## src/rtl/csr_access_unit.sv

```systemverilog
// Zicsr instruction sequencer: reads a CSR, issues at most one write, and
// returns the old value with an illegal-instruction flag.
module csr_access_unit #(
   parameter int XLEN = 64
) (
   input  logic            clk,
   input  logic            rst,
   input  logic            req_valid,
   output logic            req_ready,
   input  logic [2:0]      req_funct3,
   input  logic [11:0]     req_addr,
   input  logic [XLEN-1:0] req_rs1_val,
   input  logic [4:0]      req_zimm,
   input  logic            req_rd_nonzero,
   input  logic [1:0]      cur_priv,
   output logic            resp_valid,
   input  logic            resp_ready,
   output logic [XLEN-1:0] resp_rdata,
   output logic            resp_illegal,
   output logic            resp_rd_we,
   output logic [11:0]     csr_addr,
   output logic            csr_we,
   output logic [XLEN-1:0] csr_wdata,
   input  logic [XLEN-1:0] csr_rdata
);

   typedef enum logic [1:0] {IDLE, READ, WRITE, RESP} state_t;

   state_t            state;
   state_t            state_next;
   logic [2:0]        funct3;
   logic [11:0]       addr;
   logic [4:0]        zimm;
   logic [XLEN-1:0]   rs1_val;
   logic              rd_nonzero;
   logic [1:0]        priv;
   logic [XLEN-1:0]   old;
   logic [XLEN-1:0]   rdata;
   logic              illegal;
   logic              rd_we;
   logic [XLEN-1:0]   src;
   logic              write_intent;
   logic              illegal_now;

   // Operand selection, write intent and legality from the captured instruction
   always_comb begin
      src          = {XLEN{1'b0}};
      write_intent = 1'b0;
      illegal_now  = 1'b0;
      if (funct3[2]) begin
         src = {{(XLEN-5){1'b0}}, zimm};
      end else begin
         src = rs1_val;
      end
      // Set/clear forms only write when the rs1 field itself is nonzero
      if (funct3[1:0] == 2'b01) begin
         write_intent = 1'b1;
      end else begin
         write_intent = (zimm != 5'd0);
      end
      illegal_now = (funct3[1:0] == 2'b00) ||
                    (addr[9:8] > priv) ||
                    (write_intent && (addr[11:10] == 2'b11));
   end

   // State register
   always_ff @(posedge clk or posedge rst) begin
      if (rst) begin
         state <= IDLE;
      end else begin
         state <= state_next;
      end
   end

   // Next-state decode
   always_comb begin
      state_next = state;
      case (state)
         IDLE:    state_next = req_valid ? READ : IDLE;
         READ:    state_next = (illegal_now || !write_intent) ? RESP : WRITE;
         WRITE:   state_next = RESP;
         RESP:    state_next = resp_ready ? IDLE : RESP;
         default: state_next = IDLE;
      endcase
   end

   // Instruction capture on accept, read-data and response capture in READ
   always_ff @(posedge clk or posedge rst) begin
      if (rst) begin
         funct3     <= 3'd0;
         addr       <= 12'd0;
         zimm       <= 5'd0;
         rs1_val    <= {XLEN{1'b0}};
         rd_nonzero <= 1'b0;
         priv       <= 2'd0;
         old        <= {XLEN{1'b0}};
         rdata      <= {XLEN{1'b0}};
         illegal    <= 1'b0;
         rd_we      <= 1'b0;
      end else begin
         if ((state == IDLE) && req_valid) begin
            funct3     <= req_funct3;
            addr       <= req_addr;
            zimm       <= req_zimm;
            rs1_val    <= req_rs1_val;
            rd_nonzero <= req_rd_nonzero;
            priv       <= cur_priv;
         end
         if (state == READ) begin
            old     <= csr_rdata;
            illegal <= illegal_now;
            rdata   <= illegal_now ? {XLEN{1'b0}} : csr_rdata;
            rd_we   <= rd_nonzero & ~illegal_now;
         end
      end
   end

   // Write data: only driven in WRITE, so the bus is quiet otherwise
   always_comb begin
      csr_wdata = {XLEN{1'b0}};
      if (state == WRITE) begin
         case (funct3[1:0])
            2'b01:   csr_wdata = src;
            2'b10:   csr_wdata = old | src;
            2'b11:   csr_wdata = old & ~src;
            default: csr_wdata = {XLEN{1'b0}};
         endcase
      end else begin
         csr_wdata = {XLEN{1'b0}};
      end
   end

   assign req_ready    = (state == IDLE);
   assign resp_valid   = (state == RESP);
   assign csr_we       = (state == WRITE);
   assign csr_addr     = addr;
   assign resp_rdata   = rdata;
   assign resp_illegal = illegal;
   assign resp_rd_we   = rd_we;

endmodule

```

## config.mk

```make
export PLATFORM = sky130hd
export DESIGN_NAME = csr_access_unit
export DESIGN_NICKNAME = d
export VERILOG_FILES = /design/src/rtl/csr_access_unit.sv
export SDC_FILE = /design/constraint.sdc
export NUM_CORES = 1
export LEC_CHECK = 0
export CORE_ASPECT_RATIO = 1.2
export CORE_MARGIN = 5
export CORE_UTILIZATION = 45
export DETAILED_ROUTE_END_ITERATION = 8
export GPL_ROUTABILITY_DRIVEN = 0
export PLACE_DENSITY = 0.84
export RECOVER_POWER = 25
export SLEW_MARGIN = 25
export SYNTH_ARGS = -nofsm -noshare
export SYNTH_HDL_FRONTEND = slang
export SYNTH_SLANG_ARGS = --single-unit
```

## constraint.sdc

```tcl
create_clock -name clk -period 9.45 [get_ports clk]
set_input_delay 1.89 -clock clk [delete_from_list [all_inputs] [get_ports clk]]
set_output_delay 1.89 -clock clk [all_outputs]
set_load 0.03 [all_outputs]
```

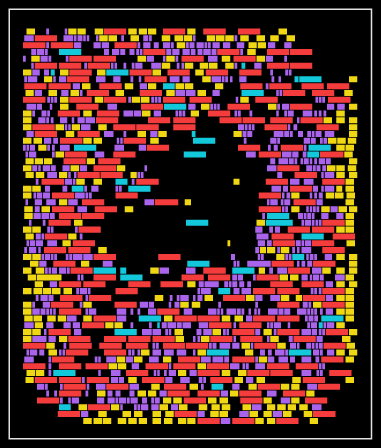
Fig. 1. Cells colored by class (run 1).
[cyan] clock drivers and dummy loads | cells: 39 | share of their area: 5.7%
[red] registers | cells: 219 | share of their area: 41%
[yellow] remaining buffers and delay cells | cells: 308 | share of their area: 23%
[purple] remaining logic cells | cells: 617 | share of their area: 30%

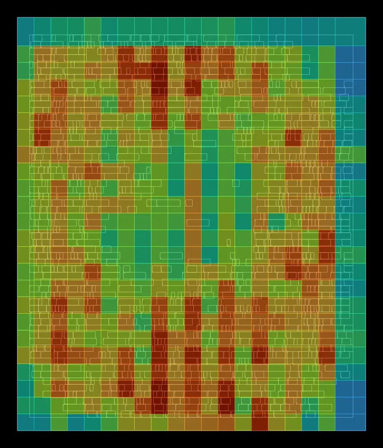
Fig. 2. Routing congestion map (run 1).
GR Layer Usage met2: 39.9%
met1 capacity usage during global routing: 31.2%
utilization after layout: 64.5%
layer carrying the most global-route usage: met2
post-detailed-route wirelength per cell: 20.6 um

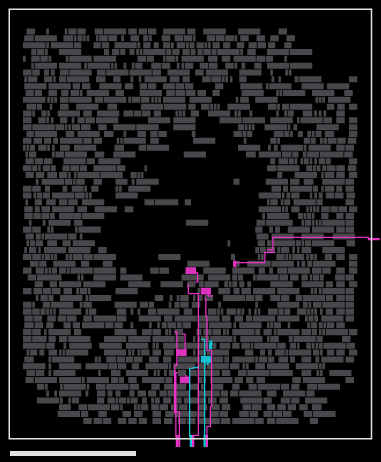
Fig. 3. Port wiring (run 1).
The bar under the picture is 50 um long.
[cyan] cur_priv | bits: 2 | direction: input | edge: bottom | end cells: 2 | wire: 78.0 um
[magenta] req_zimm | bits: 5 | direction: input | edge: 4 bottom, 1 right | end cells: 5 | wire: 289 um

[run 1: sequential cells by signal, summed over array words and instances (netlist names)]
name,cells
resp_rd_we,1
priv,2
rd_nonzero,1
old,64
state,2
zimm,5
resp_rdata,64
csr_addr,12
rs1_val,64
resp_illegal,1
funct3,3
[run 1: cells by family (layout without fill, tap and decap cells)]
logic type | Yosys count | count (layout) | synth area share [%]
other | 0 | 4 | 0
multiplexers | 94 | 94 | 10.8
AND-OR/OR-AND | 159 | 159 | 13.1
adder cells (fa/ha/maj) | 2 | 2 | 0.259
AND/OR/NAND/NOR | 356 | 356 | 15.7
flip-flops | 219 | 219 | 56.8
buffers and inverters | 72 | 353 | 3.35
[run 1: power breakdown]
part	switching, uW	total (uW)	internal, uW
sequential	353	1750	1400
combinational	1370	2400	1040
clock	376	909	533
total	2100	5060	2960
==> impl_metrics.json, run 1 <==
{
  "drt-pass1-iter-count": 5,
  "yosys.cell_types.count": 30,
  "syn_area_per_cell_um2": 10.7,
  "antenna_found_initial": 4,
  "synthesis.instances": 902,
  "status": "finished with violations",
  "count_of_inserted_tapcells": 270,
  "critical_path.reg2reg.endpoint": "old[26]$_DFFE_PP0P_",
  "clock_buffers": 32,
  "seqCellArea_um2": 5480,
  "synth_area_leader_cell": "sky130_fd_sc_hd__dfrtp_1",
  "layout-drive-gt1-share_pct": 11.7,
  "clockRootBuffer": "sky130_fd_sc_hd__clkbuf_16",
  "power.static_leakage_uw": 0.00585,
  "cpPeakStageDelay_ns": 0.92,
  "maximum_number_of_pins_on_one_net_before_global_route_repair": 150,
  "core_utilization_before_placement_pct": 45.9,
  "final-hold-violation-count": 0,
  "totalNegativeSetupSlack_ns": 0,
  "globalRouteOverflowTotal": 0,
  "worst_r2r_startpoint": "state[1]$_DFF_PP0_",
  "finalCritPeriodShare_pct": 60.2,
  "ys_ff": 219,
  "post_cts.repair.setup_buffers": 0,
  "crit_path_capture": "csr_wdata[62]",
  "die_area_um2": 24500,
  "n_sequential_cell": 219,
  "critical_path.startpoint": "funct3[0]$_DFFE_PP0P_",
  "worstHoldStart": "old[63]$_DFFE_PP0P_",
  "area.share.sequential_pct": 40.4,
  "total_via_count_in_the_routed_design": 8067,
  "grt_pass1_wl_um": 47100,
  "h-tree-depth": 1,
  "hold_crit_depth": 2,
  "p_total_uw": 5060,
  "synth_dominant_cell_count": "sky130_fd_sc_hd__nand2_1",
  "dominant_logic_cell_types_in_the_final_layout": "266 x sky130_fd_sc_hd__clkdlybuf4s50_1, 240 x sky130_fd_sc_hd__nand2_1, 217 x sky130_fd_sc_hd__dfrtp_1, 84 x sky130_fd_sc_hd__mux2_2, 65 x sky130_fd_sc_hd__a22o_1",
  "place_hpwl_um": 19700,
  "min_period_ns": 5.69,
  "worst-r2r-setup-slack_ns": 4.17,
  "crit_chain": "nand2b_1 > nor2_2 > nand2_1 > a21oi_1 > clkdlybuf4s50_1",
  "power_density_nw_per_um2": 373,
  "nMultiInputCombCells": 611,
  "ioPinCount": 300,
  "final.setup.worst_slack_ns": 3.76,
  "ys_dominant_reg_cell": "sky130_fd_sc_hd__dfrtp_1",
  "placement.cell_area_um2": 12800,
  "cap_violations": 2,
  "crit_path_dat_ns": 3.80,
  "fin_worst_skew_ns": 0.00760,
  "preCtsSetupSlack_ns": 4.42,
  "postSynthNetCount": 1059,
  "routed-wl-met3_um": 2550,
  "dr.first_iter.drc_count": 458,
  "final_area_um2": 13600,
  "worst_hold_slack_ns": 0.468,
  "violated_checks": "max-capacitance violations, max-slew violations",
  "finalSetupViolations": 0,
  "ys_chip_area_um2": 9650,
  "clk_path_buf_depth": 3,
  "area_growth_pct": 40.7,
  "place.port_buffers": 299,
  "timing.final.max_slew_violations": 132,
  "highest_layer": "met4",
  "die_y_um": 170,
  "critical_path_sink_type": "output port",
  "final-nonclk-buf-share_pct": 22.7,
  "dieWidth_um": 144,
  "tool_warnings": 28,
  "worst_slew_pin_slew_ns": 3.05
}
--- run 2 (diff from run 1) ---
- CORE_UTILIZATION: 45 -> 42
- PLACE_DENSITY: 0.84 -> 0.82
- clock period: 9.45 -> 4.9 ns (I/O delays scaled with it)
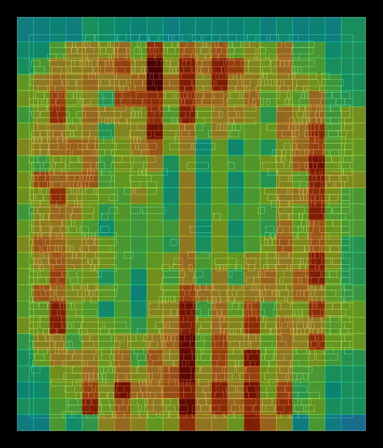
Fig. 4. Routing congestion map (run 2).
met1 capacity usage during global routing: 26.1%
post-detailed-route wirelength per cell: 19.7 um
GR Layer Usage met2: 37.0%

==> impl_metrics.json, run 2 <==
{
  "status": "finished with violations",
  "violated_checks": "max-capacitance violations, max-slew violations",
  "wirelength_um": 28800,
  "routed-wl-met3_um": 2170,
  "fillCellCount": 1849,
  "ys_dominant_reg_cell": "sky130_fd_sc_hd__dfrtp_1",
  "worstHoldStart": "old[63]$_DFFE_PP0P_",
  "synth.cellmix.xorXnorShare_pct": 0,
  "place_hpwl_um": 19700,
  "timing.final.max_slew_violations": 221,
  "cap_violations": 2,
  "dieWidth_um": 148,
  "critical_path.reg2reg.endpoint": "resp_rdata[50]$_DFFE_PP0P_",
  "clockRootBuffer": "sky130_fd_sc_hd__clkbuf_16",
  "postSynthNetCount": 1059,
  "total_via_count_in_the_routed_design": 8040,
  "yosys-stat-cells": 902,
  "tool_warnings": 30,
  "worst_r2r_startpoint": "funct3[0]$_DFFE_PP0P_",
  "ys_sh_aoi_pct": 13.1,
  "rsz0062_at_grt": "false",
  "highest_layer": "met4",
  "hold_crit_depth": 2,
  "finalCritPeriodShare_pct": 86.7,
  "yosys.cell_types.count": 30,
  "ys.warnings.count": 0,
  "antenna_found_initial": 1,
  "fin_worst_skew_ns": 0.0109,
  "ys_seq_share_pct": 56.8,
  "ys_chip_area_um2": 9650,
  "syn_area_per_cell_um2": 10.7,
  "critical_path.startpoint": "funct3[0]$_DFFE_PP0P_",
  "crit_path_capture": "csr_wdata[12]",
  "globalRouteOverflowTotal": 0,
  "finalSetupViolations": 0,
  "synth_area_leader_cell": "sky130_fd_sc_hd__dfrtp_1",
  "core_utilization_before_placement_pct": 42.8,
  "ys_ff": 219,
  "seqCellArea_um2": 5480,
  "clk_path_buf_depth": 3,
  "placement_rows": 60,
  "yosysTopAreaCellShare_pct": 56.8,
  "synth_dominant_cell_count": "sky130_fd_sc_hd__nand2_1",
  "lay_top_count": "sky130_fd_sc_hd__clkdlybuf4s50_1",
  "layoutNonFillerInstCount": 1466,
  "edf_count": 0,
  "post_synth_instance_area_um2": 9650,
  "layout-drive-gt1-share_pct": 11.7,
  "final-hold-violation-count": 0,
  "synth.area.top_cells": "sky130_fd_sc_hd__dfrtp_1 57%, sky130_fd_sc_hd__mux2_2 9.8%, sky130_fd_sc_hd__nand2_1 9.3%",
  "synthesis.instances": 902,
  "maximum_number_of_pins_on_one_net_before_global_route_repair": 115,
  "critical_path_sink_type": "output port",
  "drt-pass1-iter-count": 5,
  "top_logic_kind": "simple AND/OR/NAND/NOR gates",
  "grt_pass1_wl_um": 45300,
  "h-tree-depth": 1,
  "final_area_um2": 13600,
  "post_synth_adder_cell_area_pct": 0.259,
  "placement.cell_area_um2": 12900,
  "die_area_um2": 26100,
  "min_period_ns": 4.25,
  "area_growth_pct": 40.5,
  "p_total_uw": 9650,
  "worst_hold_slack_ns": 0.467,
  "worst_slew_pin_slew_ns": 2.80,
  "core_um2": 22500,
  "totalNegativeSetupSlack_ns": 0,
  "r2r_cells": 5,
  "synth.cellmix.simpleShare_pct": 15.7,
  "mux_area_share_pct": 10.8,
  "grt-busiest-layer": "met2",
  "worst-r2r-setup-slack_ns": 2.44,
  "post_cts.repair.setup_buffers": 0,
  "cpPeakStageDelay_ns": 0.88,
  "clk_ins_delay_skew_pair_ns": 0.50,
  "crit_chain": "nand2b_1 > a21oi_4 > buf_4 > a32oi_1 > nor2_1 > clkdlybuf4s50_1",
  "route.antenna.remaining_nets": 0,
  "power_density_nw_per_um2": 712,
  "dominant_logic_cell_types_in_the_final_layout": "297 x sky130_fd_sc_hd__clkdlybuf4s50_1, 240 x sky130_fd_sc_hd__nand2_1, 217 x sky130_fd_sc_hd__dfrtp_1, 84 x sky130_fd_sc_hd__mux2_2, 65 x sky130_fd_sc_hd__a22o_1",
  "power.static_leakage_uw": 0.00585,
  "dr.first_iter.drc_count": 415,
  "die_y_um": 176,
  "crit_path_dat_ns": 3.27
}
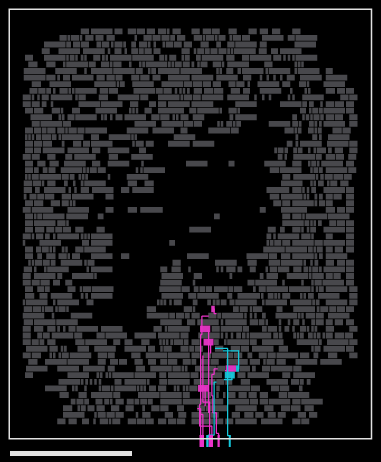
Fig. 5. Port wiring (run 2).
The bar under the picture is 50 um long.
count of buffers from port buffering: 299
I/O pin count: 300

[run 2: final cells by class]
cell class / instances / share of cell area, %
sequential: 219 / 40.4
multi-input combinational: 611 / 28.7
timing repair buffer: 312 / 22.8
clock buffer: 33 / 4.82
tap: 279 / 2.57
clock inverter: 5 / 0.554
inverter: 6 / 0.175
antenna: 1 / 0.0185
[run 2: power breakdown]
group          switching (uW)  internal [uW]
Clock                     688           1020
Combinational            2550           1980
Sequential                719           2690
[run 2: metrics by stage]
stage / utilization, % / worst slack, ns
after floorplan: - / 1.07
after global placement: 57.1 / 1.29
after detailed placement: 57.1 / 1.16
after CTS: 60.3 / 0.619
after global routing: 60.2 / 0.348
final: 60.2 / 0.654
--- run 3 (diff from run 2) ---
- ABC_AREA: unset -> 1
- CORE_MARGIN: 5 -> 1
- CORE_UTILIZATION: 42 -> 45
- PLACE_DENSITY: 0.82 -> 0.83
- clock period: 4.9 -> 5.45 ns (I/O delays scaled with it)
==> impl_metrics.json, run 3 <==
{
  "antenna_found_initial": 1,
  "yosys-stat-cells": 1140,
  "critical_path.reg2reg.endpoint": "resp_rdata[62]$_DFFE_PP0P_",
  "grt.met2_usage_pct": 44.0,
  "cp_top_family": "buffers and inverters",
  "drt-vias-per-instance": 5.21,
  "timing.final.max_slew_violations": 233,
  "critical_path_sink_type": "output port",
  "net-switching-power_uw": 3940,
  "seqCellArea_um2": 5480,
  "placement.cell_area_um2": 12900,
  "die_y_um": 164,
  "m1WireLength_um": 10900,
  "crit_type": "flop to output port",
  "highest_clock_frequency_the_design_can_meet_mhz": 236,
  "n_sequential_cell": 219,
  "tritoncts": "done",
  "postSynthNetCount": 1297,
  "cap_violations": 3,
  "synth_dominant_cell_count": "sky130_fd_sc_hd__nand2_1",
  "sequentialPower_uw": 2800,
  "die_area_um2": 22500,
  "crit_path_dat_ns": 3.15,
  "ys_ff": 219,
  "finalCritPeriodShare_pct": 77.8,
  "dieWidth_um": 137,
  "met2_length_um": 14200,
  "power.static_leakage_uw": 0.00628,
  "worst-r2r-setup-slack_ns": 1.87,
  "post_cts.repair.setup_buffers": 0,
  "clockRootBuffer": "sky130_fd_sc_hd__clkbuf_16",
  "critical_path.startpoint_type": "flop",
  "power.switching_fraction_pct": 44.8,
  "synthesis.instances": 1140,
  "ys_chip_area_um2": 9870,
  "placement_rows": 59,
  "yosys.cell_types.count": 24,
  "p_total_uw": 8790,
  "ys.warnings.count": 0,
  "worstHoldStart": "old[0]$_DFFE_PP0P_",
  "synth.area.top_cells": "sky130_fd_sc_hd__dfrtp_1 56%, sky130_fd_sc_hd__nand2_1 14%, sky130_fd_sc_hd__a21oi_1 5.7%",
  "final-nonclk-buf-share_pct": 22.4,
  "place_inst": 1651,
  "maximum_number_of_pins_on_one_net_before_global_route_repair": 107,
  "area_growth_pct": 38.7,
  "cpPeakStageDelay_ns": 0.70,
  "sequentialPowerShare_pct": 31.9,
  "finalSetupViolations": 0,
  "power.clock.total_uw": 1590,
  "core_um2": 21600,
  "lay_top_count": "sky130_fd_sc_hd__nand2_1",
  "final.setup.worst_slack_ns": 1.21,
  "holdBufCountCts": 0,
  "comb_power_uw": 4400,
  "highest_layer": "met4",
  "cp.required_ns": 4.36,
  "globalRouteTotalUtil_pct": 25.2,
  "yosysTopAreaCellShare_pct": 55.5,
  "cellInternalPower_uw": 4850,
  "ys_seq_share_pct": 55.5,
  "min_period_ns": 4.24,
  "final_area_um2": 13700,
  "buffers_excl_clock": 309,
  "tritoncts.num_buffers": 24,
  "syn_area_per_cell_um2": 8.65,
  "maxSlewHeadroom_pct": -76.7,
  "max-vdd-ir-drop_mv": 0.503,
  "worst_slew_pin_slew_ns": 2.65,
  "crit_path_capture": "csr_wdata[44]",
  "clockNetworkAreaShare_pct": 5.68,
  "power_density_nw_per_um2": 642,
  "layoutNonFillerInstCount": 1696,
  "edf_count": 0,
  "tool_warnings": 32,
  "routed-wl-met3_um": 2270,
  "holdCritPathClass": "flop to flop",
  "post_cts_resized": 0,
  "fillCellCount": 1783,
  "ys_dominant_reg_cell": "sky130_fd_sc_hd__dfrtp_1",
  "n_antenna_cell": 1,
  "final-hold-violation-count": 0,
  "clock_buffers": 36,
  "critical_path.startpoint": "funct3[1]$_DFFE_PP0P_",
  "violated_checks": "max-capacitance violations, max-slew violations",
  "worst_setup_hold_path_clk_slew_ns": 0.06,
  "clk_ins_delay_skew_pair_ns": 0.51,
  "nMultiInputCombCells": 777,
  "largest_cell_class": "sequential cells",
  "post_synth_instance_area_um2": 9870,
  "path_max_fanout": 59,
  "clk_path_buf_depth": 3,
  "total_via_count_in_the_routed_design": 8834,
  "postSynth.asyncResetShare_pct": 100,
  "hold_crit_depth": 2,
  "worst-path-stages": 8,
  "globalRouteOverflowTotal": 0,
  "power.largest_group": "combinational logic",
  "layout-drive-gt1-share_pct": 9.92,
  "power.share.clock_pct": 18.1,
  "core_utilization_before_placement_pct": 45.6,
  "first_global_vias": 8771,
  "synth_area_leader_cell": "sky130_fd_sc_hd__dfrtp_1",
  "crit_chain": "inv_2 > nand2_1 > inv_2 > nor2_4 > inv_4 > nand3_1 > a21oi_1 > clkdlybuf4s50_1",
  "slowest_stage": "sky130_fd_sc_hd__clkdlybuf4s50_1",
  "worst_r2r_startpoint": "state[1]$_DFF_PP0_",
  "drt-pass1-iter-count": 5,
  "non_clock_inverter_count": 72,
  "grt_pass1_wl_um": 44200,
  "r2r_cells": 6,
  "worst-path-buf-inv": 4,
  "routed_wire_length_per_instance_um": 16.7,
  "worst_hold_slack_ns": 0.471,
  "place.port_buffers": 299,
  "fin_worst_skew_ns": 0.00748,
  "grtUsageMet3_pct": 5.40,
  "grt-busiest-layer": "met2",
  "p_comb_share_pct": 50.0,
  "logic_area_um2": 3740,
  "totalNegativeSetupSlack_ns": 0,
  "wirelength_um": 28300,
  "ioPinCount": 300,
  "hold_path_end": "old[0]$_DFFE_PP0P_",
  "count_of_inserted_tapcells": 274,
  "route.antenna.remaining_nets": 0,
  "dominant_logic_cell_types_in_the_final_layout": "356 x sky130_fd_sc_hd__nand2_1, 298 x sky130_fd_sc_hd__clkdlybuf4s50_1, 218 x sky130_fd_sc_hd__dfrtp_1, 126 x sky130_fd_sc_hd__nor2_1, 112 x sky130_fd_sc_hd__a21oi_1",
  "place_hpwl_um": 18600,
  "rsz0062_at_grt": "false",
  "numClockSinks": 219,
  "h-tree-depth": 1,
  "area.share.sequential_pct": 40.1,
  "dr.first_iter.drc_count": 468,
  "preCtsSetupSlack_ns": 1.76,
  "comb_area_share_pct": 27.3,
  "status": "finished with violations"
}
run 3: netlist changes by cell type in the layout (fill, tap and decap cells not counted), sizes merged, moves of 5 or more:
cell / previous run / this run
a21oi: 22 / 112
a22o: 65 / 0
a32oi: 37 / 0
inv: 5 / 71
mux2: 84 / 41
mux2i: 10 / 0
nand2: 240 / 359
nand2b: 43 / 0
nand3: 1 / 45
nor2: 44 / 129
nor2b: 23 / 0
o211ai: 21 / 0
o21ai: 5 / 84
o22ai: 5 / 0
run 3: logic make-up (layout without fill, tap and decap cells):
logic type               Yosys count  after routing  synth area share, %
AND/OR/NAND/NOR                  535            535                 21.1
multiplexers                      41             41                 4.68
flip-flops                       219            219                 55.5
other                              0              1                    0
adder cells (fa/ha/maj)            2              2                0.254
buffers and inverters            144            425                 6.68
AND-OR/OR-AND                    199            199                 11.7
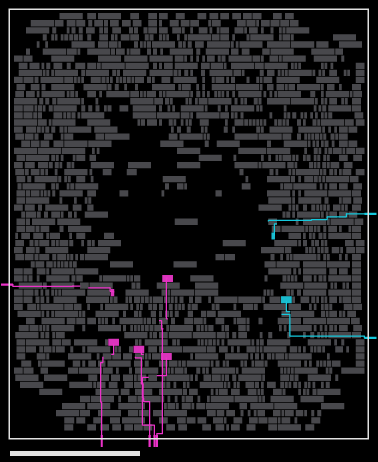
Fig. 6. Port wiring (run 3).
The bar under the picture is 50 um long.
[magenta] req_zimm | bits: 5 | direction: input | edge: 4 bottom, 1 left | end cells: 5 | wire: 220 um
[cyan] cur_priv | bits: 2 | direction: input | edge: right | end cells: 2 | wire: 92.6 um

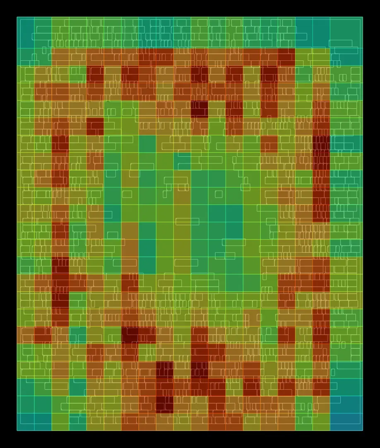
Fig. 7. Routing congestion map (run 3).
utilization after layout: 63.3%
met1 capacity usage during global routing: 30.5%


==> screenshots <==
Floorplan with the power grid.
The bar under the picture is 50 um long. Pins as bars on the die edge.
(a)
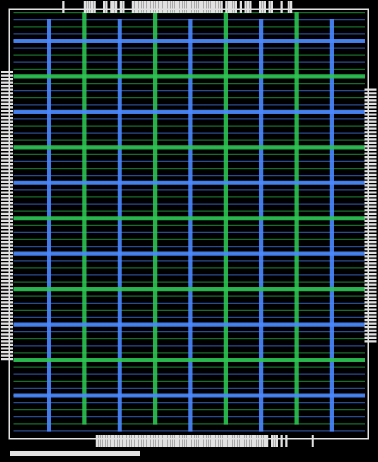
(b)
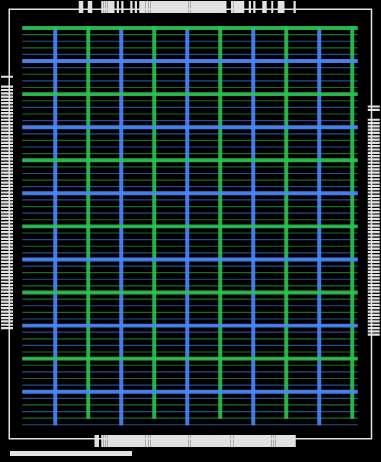
(a) is run 3.
(b) is run 2.
- largest die: (b)

Power is estimated from default activity; no workload was simulated.
